`src/rtl/step_display_ctrl.sv`:
```
// step_display_ctrl
//   Board-side I/O companion for the multi-cycle CPU. It debounces the
//   single-step push-button into the CPU clock, and shows one byte pair of the
//   CPU's observation buses on a 4-digit multiplexed 7-segment display.
//
// Ports
//   CLK         in   board clock, all state on the rising edge
//   RST         in   asynchronous active-low reset
//   step_btn    in   raw push-button, asynchronous to CLK
//   mode_sel    in   [1:0] display select: 00 PC/nextPC, 01 rs/RD1, 10 rt/RD2, 11 ALU/DB
//   rs_num      in   [4:0] rs field of the current instruction
//   rt_num      in   [4:0] rt field of the current instruction
//   addr        in   [31:0] current PC
//   next_PC     in   [31:0] next PC
//   ReadData1   in   [31:0] register file port 1
//   ReadData2   in   [31:0] register file port 2
//   result      in   [31:0] ALU result
//   DB          in   [31:0] writeback bus
//   cpu_clk     out  debounced button level, drives the CPU clock
//   step_pulse  out  one-CLK pulse on each accepted press
//   an          out  [3:0] digit enables, active-low, an[0] = rightmost digit
//   seg         out  [7:0] {dp,g,f,e,d,c,b,a}, active-low
module step_display_ctrl #(
  parameter int SCAN_DIV        = 100000,
  parameter int DEBOUNCE_CYCLES = 1000000
) (
  input  logic        CLK,
  input  logic        RST,
  input  logic        step_btn,
  input  logic [1:0]  mode_sel,
  input  logic [4:0]  rs_num,
  input  logic [4:0]  rt_num,
  input  logic [31:0] addr,
  input  logic [31:0] next_PC,
  input  logic [31:0] ReadData1,
  input  logic [31:0] ReadData2,
  input  logic [31:0] result,
  input  logic [31:0] DB,
  output logic        cpu_clk,
  output logic        step_pulse,
  output logic [3:0]  an,
  output logic [7:0]  seg
);

  localparam int SW = $clog2(SCAN_DIV);
  localparam int DW = $clog2(DEBOUNCE_CYCLES);
  localparam logic [SW-1:0] SCAN_LAST = SW'(SCAN_DIV - 1);
  localparam logic [SW-1:0] SCAN_ONE  = SW'(1);
  localparam logic [DW-1:0] DCNT_LAST = DW'(DEBOUNCE_CYCLES - 1);
  localparam logic [DW-1:0] DCNT_ONE  = DW'(1);

  // Active-low segment pattern {g..a} for one hex digit.
  function automatic logic [6:0] hex_to_seg(input logic [3:0] nib);
    logic [6:0] pat;
    case (nib)
      4'h0: pat = 7'h40;
      4'h1: pat = 7'h79;
      4'h2: pat = 7'h24;
      4'h3: pat = 7'h30;
      4'h4: pat = 7'h19;
      4'h5: pat = 7'h12;
      4'h6: pat = 7'h02;
      4'h7: pat = 7'h78;
      4'h8: pat = 7'h00;
      4'h9: pat = 7'h10;
      4'hA: pat = 7'h08;
      4'hB: pat = 7'h03;
      4'hC: pat = 7'h46;
      4'hD: pat = 7'h21;
      4'hE: pat = 7'h06;
      4'hF: pat = 7'h0E;
      default: pat = 7'h7F;
    endcase
    return pat;
  endfunction

  logic          sync_meta_r;
  logic          sync_r;
  logic [DW-1:0] dcnt_r;
  logic          cpu_clk_r;
  logic          step_pulse_r;
  logic [SW-1:0] scnt_r;
  logic [1:0]    idx_r;
  logic [15:0]   disp_r;
  logic [3:0]    an_r;
  logic [7:0]    seg_r;

  logic          scan_wrap_s;
  logic [15:0]   pair_s;
  logic [3:0]    nib_s;
  logic [3:0]    an_nxt_s;
  logic [7:0]    seg_nxt_s;
  logic          unused_bus_s;

  // Only the low byte of each wide bus is ever displayed.
  assign unused_bus_s = ^{addr[31:8], next_PC[31:8], ReadData1[31:8],
                          ReadData2[31:8], result[31:8], DB[31:8]};

  assign scan_wrap_s = (scnt_r == SCAN_LAST);

  // Button synchroniser plus stability counter; cpu_clk only follows a level
  // that has been held for DEBOUNCE_CYCLES consecutive samples.
  always_ff @(posedge CLK or negedge RST) begin
    if (!RST) begin
      sync_meta_r  <= 1'b0;
      sync_r       <= 1'b0;
      dcnt_r       <= '0;
      cpu_clk_r    <= 1'b0;
      step_pulse_r <= 1'b0;
    end else begin
      sync_meta_r  <= step_btn;
      sync_r       <= sync_meta_r;
      step_pulse_r <= 1'b0;
      if (sync_r == cpu_clk_r) begin
        dcnt_r <= '0;
      end else if (dcnt_r == DCNT_LAST) begin
        dcnt_r       <= '0;
        cpu_clk_r    <= sync_r;
        // Pulse only on the accepted rising level, never on release.
        step_pulse_r <= sync_r;
      end else begin
        dcnt_r <= dcnt_r + DCNT_ONE;
      end
    end
  end

  // Byte pair selected by the mode switches.
  always_comb begin
    pair_s = 16'h0000;
    case (mode_sel)
      2'b00:   pair_s = {addr[7:0], next_PC[7:0]};
      2'b01:   pair_s = {3'b000, rs_num, ReadData1[7:0]};
      2'b10:   pair_s = {3'b000, rt_num, ReadData2[7:0]};
      2'b11:   pair_s = {result[7:0], DB[7:0]};
      default: pair_s = 16'h0000;
    endcase
  end

  // Digit scan counter; the display latch only reloads at the end of the
  // last digit so a frame is never torn between two source values.
  always_ff @(posedge CLK or negedge RST) begin
    if (!RST) begin
      scnt_r <= '0;
      idx_r  <= 2'd0;
      disp_r <= 16'h0000;
    end else if (scan_wrap_s) begin
      scnt_r <= '0;
      idx_r  <= idx_r + 2'd1;
      if (idx_r == 2'd3) begin
        disp_r <= pair_s;
      end else begin
        disp_r <= disp_r;
      end
    end else begin
      scnt_r <= scnt_r + SCAN_ONE;
    end
  end

  // Digit enable and nibble for the current scan index.
  always_comb begin
    an_nxt_s = 4'b1111;
    nib_s    = 4'h0;
    case (idx_r)
      2'd0: begin an_nxt_s = 4'b1110; nib_s = disp_r[3:0];   end
      2'd1: begin an_nxt_s = 4'b1101; nib_s = disp_r[7:4];   end
      2'd2: begin an_nxt_s = 4'b1011; nib_s = disp_r[11:8];  end
      2'd3: begin an_nxt_s = 4'b0111; nib_s = disp_r[15:12]; end
      default: begin an_nxt_s = 4'b1111; nib_s = 4'h0; end
    endcase
    seg_nxt_s = {1'b1, hex_to_seg(nib_s)};
  end

  // Registered display drivers; all digits dark while in reset.
  always_ff @(posedge CLK or negedge RST) begin
    if (!RST) begin
      an_r  <= 4'b1111;
      seg_r <= 8'hFF;
    end else begin
      an_r  <= an_nxt_s;
      seg_r <= seg_nxt_s;
    end
  end

  assign cpu_clk    = cpu_clk_r;
  assign step_pulse = step_pulse_r;
  assign an         = an_r;
  assign seg        = seg_r;

endmodule

```
`config.mk`:
```
export PLATFORM = sky130hd
export DESIGN_NAME = step_display_ctrl
export DESIGN_NICKNAME = d
export VERILOG_FILES = /design/src/rtl/step_display_ctrl.sv
export SDC_FILE = /design/constraint.sdc
export NUM_CORES = 1
export LEC_CHECK = 0
export ABC_AREA = 1
export ABC_CLOCK_PERIOD_IN_PS = 2400
export CAP_MARGIN = 0
export CORE_ASPECT_RATIO = 1.4
export CORE_MARGIN = 2
export CORE_UTILIZATION = 39
export CTS_CLUSTER_SIZE = 14
export DETAILED_ROUTE_END_ITERATION = 7
export PLACE_DENSITY_LB_ADDON = 0.25
export SYNTH_ARGS = -nofsm -noshare
export SYNTH_HDL_FRONTEND = slang
export SYNTH_SLANG_ARGS = --single-unit
```
`constraint.sdc`:
```
create_clock -name CLK -period 2.4 [get_ports CLK]
set_input_delay 0.48 -clock CLK [delete_from_list [all_inputs] [get_ports CLK]]
set_output_delay 0.48 -clock CLK [all_outputs]
set_load 0.05 [all_outputs]
```
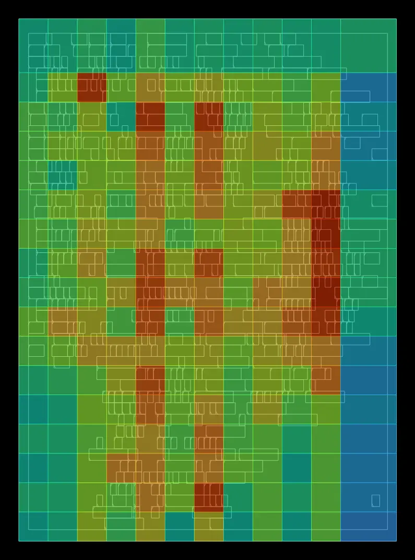
*Congestion heat map, run 1*
global routing usage on met1: 0.192
per-cell routed wire length: 11.8 um
GRT met2 Usage: 0.298

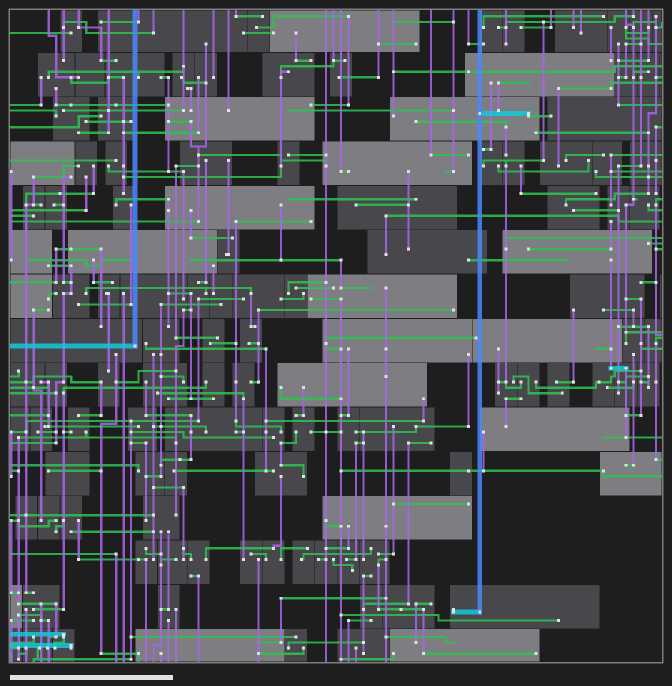
*A small window of the routed layout, run 1*
The bar under the picture is 10 um long. Region (25, 17) to (65, 57) um. Cells in grey, sequential cells in the stronger grey; small squares are vias.
layer	colour
M2	purple
M3	cyan
M1	green
M4	blue
sequential cells in the window	16
cells with their middle in the window	115
netlist names of flops here include	`scnt_r` (8), `dcnt_r` (5), `idx_r` (2)
most frequent	nor2_1 (23), nand2_1 (17), dfrtp_1 (16)

==> results_dict.tcl, run 1 <==
# yosys + openroad results
set metrics [dict create \
    status "complete, no violations" \
    wl_met3_um 366 \
    ys.flops 70 \
    p_leak_uw 0.00232 \
    grt_pass1_wl_mm 14.4 \
    wl_met2_mm 4.52 \
    final_nets 825 \
    rsz0062_at_grt "no" \
    cts_tree "done" \
    cp.required_ps 1920 \
    final_common_cell "nand2_1" \
    setup_viol 0 \
    slew_headroom 0.399 \
    worst-path-buf-inv 1 \
    fin_crit_sh 0.890 \
    grt.busiest_layer "met2" \
    endpoint_kind "output port" \
    top_regs "dcnt_r x20, scnt_r x17, disp_r x16" \
    synth_adder_area_share 0.0380 \
    worst_slew_pin_slew_ps 899 \
    grt_use_met3 0.0360 \
    start_kind "flop" \
    wl_mm 8.80 \
    top_area_cell "dfrtp_1" \
    vias 3552 \
    topCombFamilyByArea "simple AND/OR/NAND/NOR gates" \
    worst_ep_arrival_time_ps 1660 \
    cp.depth 1 \
    n_antenna_cell 0 \
    crit_start "an[3]$_DFF_PN1_" \
    dieHeight_um 123 \
    holdWs_ps 153 \
    syn_area_um2 3950 \
    grt_max_degree 31 \
    grt_pass1_vias 3384 \
    area_growth_pct 30.2 \
    reg2reg_depth 11 \
    drive_gt1_frac 0.0753 \
    powerDensity_nw_per_um2 524 \
    utilization 0.520 \
    ctsHoldBuffers 0 \
    maxCapViolations 0 \
    layout_top_cells "nand2_1, clkdlybuf4s50_1, nor2_1, dfrtp_1, nand3_1" \
    regMostFlops "dcnt_r" \
    mux_share 0 \
    fp.coreArea_um2 9900 \
    drt-initial-drc-count 153 \
    reg2reg_from "idx_r[0]$_DFFE_PN0N_" \
    wl_met1_mm 3.68 \
    port_buffers 75 \
    dpl_cell_area_um2 4850 \
    avgViaCountPerCell 4.76 \
    yosysCellCount 527 \
    finClkSkew_ps 5.55 \
    firstDrtPassIters 4 \
    synth_cell_types 35 \
    cts.repair.resized 0 \
    rr_endpoint "seg[3]$_DFF_PN1_" \
    dp_slack_ps 175 \
    largest_register_ffs 20 \
    grt_use_total 0.170 \
    synth_chip_area_um2 3950 \
    critical_path_class "flop to output port" \
    cp_slowest_cell "clkdlybuf4s50_1" \
    critPathCapture "an[3]" \
    antenna_left 0 \
    syn_avg_cell_area_um2 7.50 \
    cpPeakStageDelay_ps 790 \
    warnings 178 \
    critical-path-top-delay-family "buffers and inverters" \
    hp-class "input pin to async pin" \
    root_buffer "clkbuf_16" \
    dp_cells 730 \
    fin_area_um2 5140 \
    ir_drop_v 0.000314 \
    post_cts_buffers 0 \
    fp_util 0.399 \
    slew_violations 0 \
    setup-tns-final_ps 0 \
]
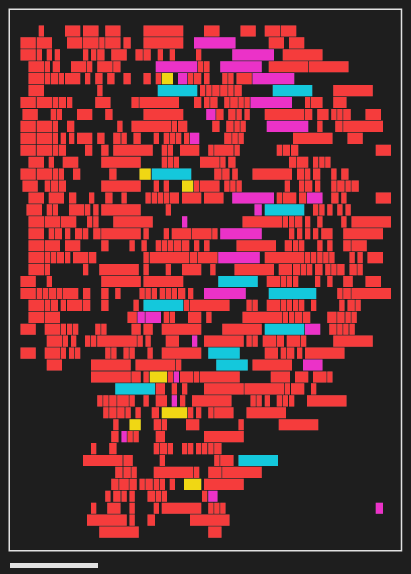
*Cells by drive strength, run 1*
The bar under the picture is 20 um long.
size	colour	cells	share
x6 and larger	cyan	12	2.0%
x1 and smaller	red	565	92%
x3 and x4	yellow	7	1.1%
x2	magenta	27	4.4%

[run 1: synthesized netlist by cell type, drive strengths merged]
cell type / n
nand2: 153
nor2: 73
inv: 60
dfrtp: 59
nand3: 59
o21ai: 23
a21oi: 19
xor2: 14
ha: 12
dfstp: 11
nand4: 8
nor3: 7
buf: 6
xnor2: 5
clkbuf: 4
o21bai: 3
and2: 2
nor3b: 2
o22ai: 2
clkinv: 1
conb: 1
nand3b: 1
o31ai: 1
or2: 1
[run 1: area by class of cell]
class	count	area [um2]
tap	135	169
inverter	61	229
sequential	70	1770
multi-input combinational	386	1900
fill	950	4750
clock buffer	10	229
timing repair buffer	78	793
clock inverter	6	62.6
[run 1: report_power, final]
part	switching [uW]	internal, uW	total (uW)
sequential	4.23	1190	1190
clock	500	800	1300
combinational	86.5	118	205
### The metal 1 layer, run 1

The bar under the picture is 20 um long. Supply wires on this layer in grey.
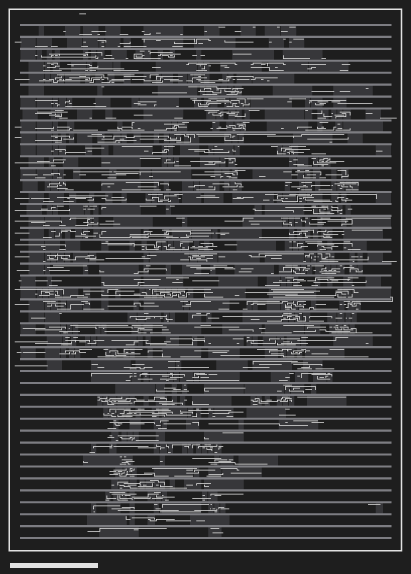

==> run 2: changes to the inputs <==
Settings changed: ABC_AREA 1 to default, CORE_UTILIZATION 39 to 38.
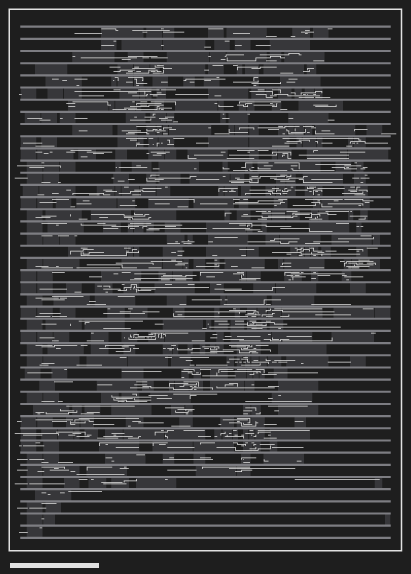
*The metal 1 layer, run 2*
The bar under the picture is 20 um long. Supply wires on this layer in grey.
wire length on this layer	2850 um
share of all routed wire	38%
nets with wire on the layer	409

==> run 2 against run 1 <==
Net effect: die size is 3.8% lower; via count is 23% lower; total power is 3.7% higher.
==> results_dict.tcl, run 2 <==
# yosys + openroad results
set metrics [dict create \
    status "complete, no violations" \
    powerSeq_uw 1190 \
    area_growth_pct 34.0 \
    synth-edff-count 0 \
    root_buffer "clkbuf_16" \
    final_nets 624 \
    worst_ep_arrival_time_ps 2470 \
    wl_per_cell_um 14.2 \
    warnings 178 \
    grt.met2_usage 0.270 \
    endpoint_kind "flop" \
    fp.coreArea_um2 9460 \
    ys_top_cells_by_count "dfrtp_1, nor2_1, mux2_2" \
    dpl_cell_area_um2 4630 \
    ys.flops 70 \
    worst_slew_pin_slew_ps 805 \
    dp_cells 504 \
    yosysCellCount 316 \
    fin_area_um2 4950 \
    grt_use_total 0.159 \
    syn_area_um2 3700 \
    antenna_left 0 \
    largest_register_ffs 20 \
    critPathCapture "seg[0]$_DFF_PN1_" \
    firstDrtPassIters 4 \
    comb_power_share 0.074 \
    cts.repair.resized 0 \
    rsz0062_at_grt "no" \
    dieHeight_um 121 \
    fin_crit_sh 0.917 \
    critical_path_class "flop to flop" \
    cts-htree-levels 3 \
    layout_top_cells "clkdlybuf4s50_1, dfrtp_1, nor2_1, mux2_2, inv_1" \
    grt.busiest_layer "met2" \
    vias 2735 \
    cts_tree "done" \
    drt-initial-drc-count 83 \
    ir_drop_v 0.000352 \
    clock_power_share 0.499 \
    p_leak_uw 0.00207 \
    cp.depth 7 \
    setup-tns-final_ps 0 \
    finClkSkew_ps 5.10 \
    grt_max_degree 38 \
    powerDensity_nw_per_um2 564 \
    fp_util 0.391 \
    logic_area_um2 1800 \
    wl_met1_mm 2.85 \
    final_common_cell "clkdlybuf4s50_1" \
    n_antenna_cell 0 \
    dp_slack_ps 209 \
    rr_endpoint "seg[0]$_DFF_PN1_" \
    async_flop_share 1.00 \
    grt_use_met3 0.0334 \
    cpPeakStageDelay_ps 400 \
    mux_share 0.165 \
    utilization 0.524 \
    top_area_cell "dfrtp_1" \
    p_clk_uw 1390 \
    p_comb_uw 208 \
    wl_mm 7.41 \
    crit_start "idx_r[0]$_DFFE_PN0N_" \
    slew_violations 0 \
    period_needed_ps 2200 \
    setup_viol 0 \
    slew_headroom 0.463 \
    power_switching_uw 549 \
    holdWs_ps 230 \
    synth_top_flop_cell "dfrtp_1" \
    worst-path-buf-inv 1 \
    ctsHoldBuffers 0 \
    cp.required_ps 2670 \
    clk_pin_slew_worst_paths_ps 50 \
    drive_gt1_frac 0.195 \
    top_regs "dcnt_r x20, scnt_r x17, disp_r x16" \
    synth_chip_area_um2 3700 \
]
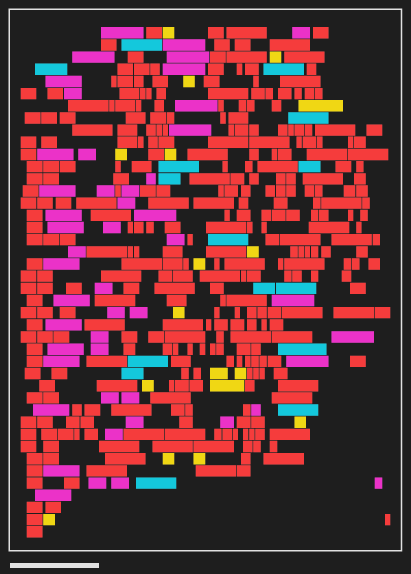
*Cells by drive strength, run 2*
The bar under the picture is 20 um long.
size	colour	cells	share
x2	magenta	48	12%
x6 and larger	cyan	15	3.7%
x3 and x4	yellow	17	4.1%
x1 and smaller	red	330	80%

run 2: cell count changes in the layout (fill, tap and decap cells not counted), sizes merged, moves of 8 or more:
cell   previous run  this run
o21ai            23         6
inv              60        17
buf               4        15
nand3            59        10
mux2i             0         9
nand2           153        16
mux4              0        13
nor2             73        22
a21oi            19        11
xnor2             5        14
mux2              0        20
run 2: worst reg2reg max path, stage by stage, from the launching register on:
cell and delay [ps]:
dfrtp_1 400, ha_1 280, a222oi_1 400, mux2_2 300, inv_1 100, ha_1 240
and3_1 150, a221o_1 260
run 2: cell type report:
class,instances,area share
Clock buffer,14,0.0574
Clock inverter,2,0.00758
Inverter,18,0.0136
Multi-Input combinational cell,217,0.363
Sequential cell,70,0.356
Tap cell,110,0.0278
Timing Repair Buffer,89,0.174
### A small window of the routed layout, run 2

The bar under the picture is 10 um long. Region (24, 16) to (64, 56) um. Cells in grey, sequential cells in the stronger grey; small squares are vias.
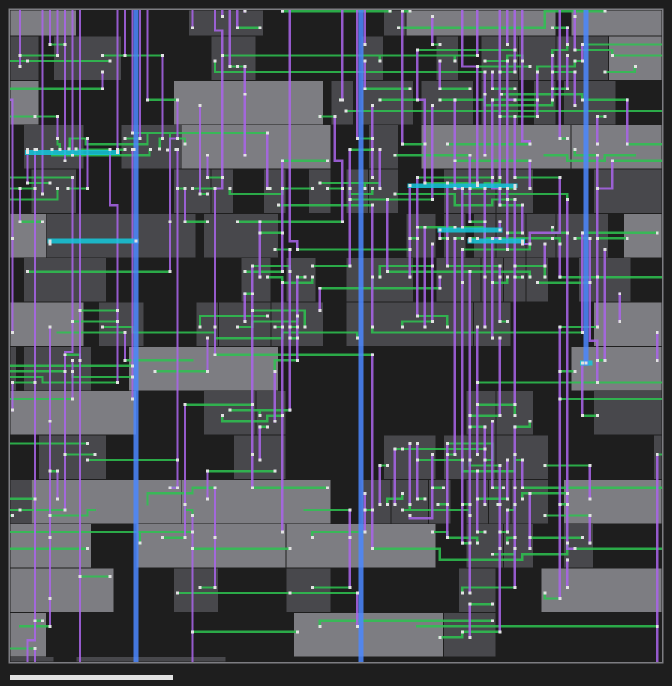

==> run 3: changes to the inputs <==
Settings changed: MAX_ROUTING_LAYER from default to met4, RECOVER_POWER from default to 100.
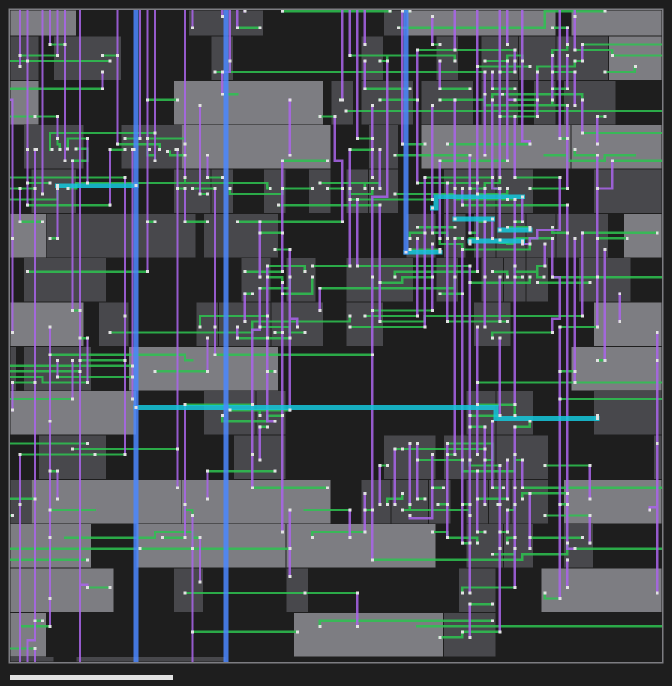
*A small window of the routed layout, run 3*
The bar under the picture is 10 um long. Region (24, 16) to (64, 56) um. Cells in grey, sequential cells in the stronger grey; small squares are vias.
layer	colour
M3	cyan
M1	green
M2	purple
M4	blue
netlist names of flops here include	`scnt_r` (12), `disp_r` (4)
most frequent	dfrtp_1 (17), xnor2_1 (9), nand2_1 (7)
sequential cells in the window	18
cells with their middle in the window	91

==> run 3 against run 2 <==
Net effect: the run now ends with max-capacitance violations, max-slew violations left; sequential power hardly changed; clock skew fell by 2.0 ps; global-route usage rose by 0.48 points; largest power group unchanged; first-iteration DRC count fell by 7.2%; worst hold slack improved by 120 ps; highest routed layer unchanged; largest cell class unchanged; clock power hardly changed; synthesized cell count did not move.
==> results_dict.tcl, run 3 <==
# yosys + openroad results
set metrics [dict create \
    cp_slowest_cell "dlygate4sd3_1" \
    synthCells 316 \
    cts.repair.resized 0 \
    grt_pass1_vias 2867 \
    num-nonclk-buffers 89 \
    clock_power_share 0.499 \
    wl_mm 7.44 \
    bufAreaShareNonClock 0.169 \
    synth_cell_types 44 \
    sh_seq_area 0.361 \
    dp_cells 504 \
    cts_tree "done" \
    synth_adder_area_share 0.0406 \
    dp_slack_ps 209 \
    setup-tns-final_ps 0 \
    inv_count 18 \
    yosysCellCount 316 \
    ir_drop_v 0.000350 \
    ff_latch_area_um2 1770 \
    p_leak_uw 0.00203 \
    layout_top_cells "clkdlybuf4s50_1, dfrtp_1, nor2_1, mux2_2, inv_1" \
    clockBufferCount 14 \
    fp.coreArea_um2 9460 \
    synth-edff-count 0 \
    power-top-group "clock" \
    largest_register_ffs 20 \
    ys_top_cells_by_count "dfrtp_1, nor2_1, mux2_2" \
    grt_max_degree 38 \
    critical-path-top-delay-family "buffers and inverters" \
    violations "max-capacitance violations, max-slew violations" \
    slew_violations 38 \
    drive_gt1_frac 0.171 \
    syn_area_um2 3700 \
    fin_area_um2 4890 \
    area_growth_pct 32.3 \
    top_regs "dcnt_r x20, scnt_r x17, disp_r x16" \
    utilization 0.517 \
    period_needed_ps 2220 \
    powerSeq_uw 1190 \
    num-fill-cells 873 \
    p_sw_frac 0.195 \
    comb_power_share 0.072 \
    cp.required_ps 1920 \
    post_cts_buffers 0 \
    clk_pin_slew_worst_paths_ps 50 \
    grt_pass1_wl_mm 13.0 \
    logic_area_um2 1770 \
    n_antenna_cell 0 \
    fp_util 0.391 \
    synth_top_cell_by_count "dfrtp_1" \
    warnings 178 \
    async_flop_share 1.00 \
    largestClassByArea "logic gates" \
    p_comb_uw 202 \
    root_buffer "clkbuf_16" \
    vias 2745 \
    synth_chip_area_um2 3700 \
    p_clk_uw 1390 \
    start_kind "flop" \
    rsz0062_at_grt "no" \
    antenna_left 0 \
    regMostFlops "dcnt_r" \
    endpoint_kind "output port" \
    comb_share 0.362 \
    final_common_cell "clkdlybuf4s50_1" \
    clk_share 0.0658 \
    topCombFamilyByArea "multiplexers" \
    final_nets 624 \
    p_int_uw 2240 \
    mux_share 0.165 \
    status "finished, violations left" \
    fin_crit_sh 0.925 \
    firstDrtPassIters 4 \
    slew_headroom -0.260 \
    maxCapViolations 1 \
    finClkSkew_ps 3.12 \
    syn_avg_cell_area_um2 11.7 \
    power_switching_uw 543 \
    worst_slew_pin_slew_ps 1890 \
    worst-path-buf-inv 1 \
    dpl_cell_area_um2 4630 \
    ff_count 70 \
    dieHeight_um 121 \
    ys.flops 70 \
    critical_path_class "flop to output port" \
]
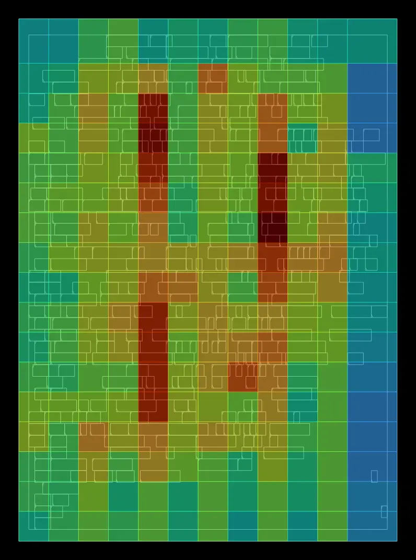
*Congestion heat map, run 3*
per-cell routed wire length: 14.3 um
GRT busiest layer: met2
GRT Util Overall: 0.164

-- run 3: final timing paths --
check	start	endpoint	slack, ps	depth (start not counted)
max	an[0]$_DFF_PN1_	an[0]	180	1
min	sync_meta_r$_DFF_PN0_	sync_r$_DFF_PN0_	350	0
max reg2reg	idx_r[0]$_DFFE_PN0N_	seg[0]$_DFF_PN1_	210	7
min reg2reg	sync_meta_r$_DFF_PN0_	sync_r$_DFF_PN0_	350	0
max in group asynchronous	RST	disp_r[14]$_DFFE_PN0P_	600	2
min in group asynchronous	RST	scnt_r[13]$_DFF_PN0_	660	1
-- run 3: per-layer routing --
layer  global-route usage  wire length (um)
met5                    -                 0
met2                0.270              3900
met3               0.0375               404
met1                0.180              2900
met4               0.0913               229
Power figures rest on the tool's default switching activity, not on a simulated workload.
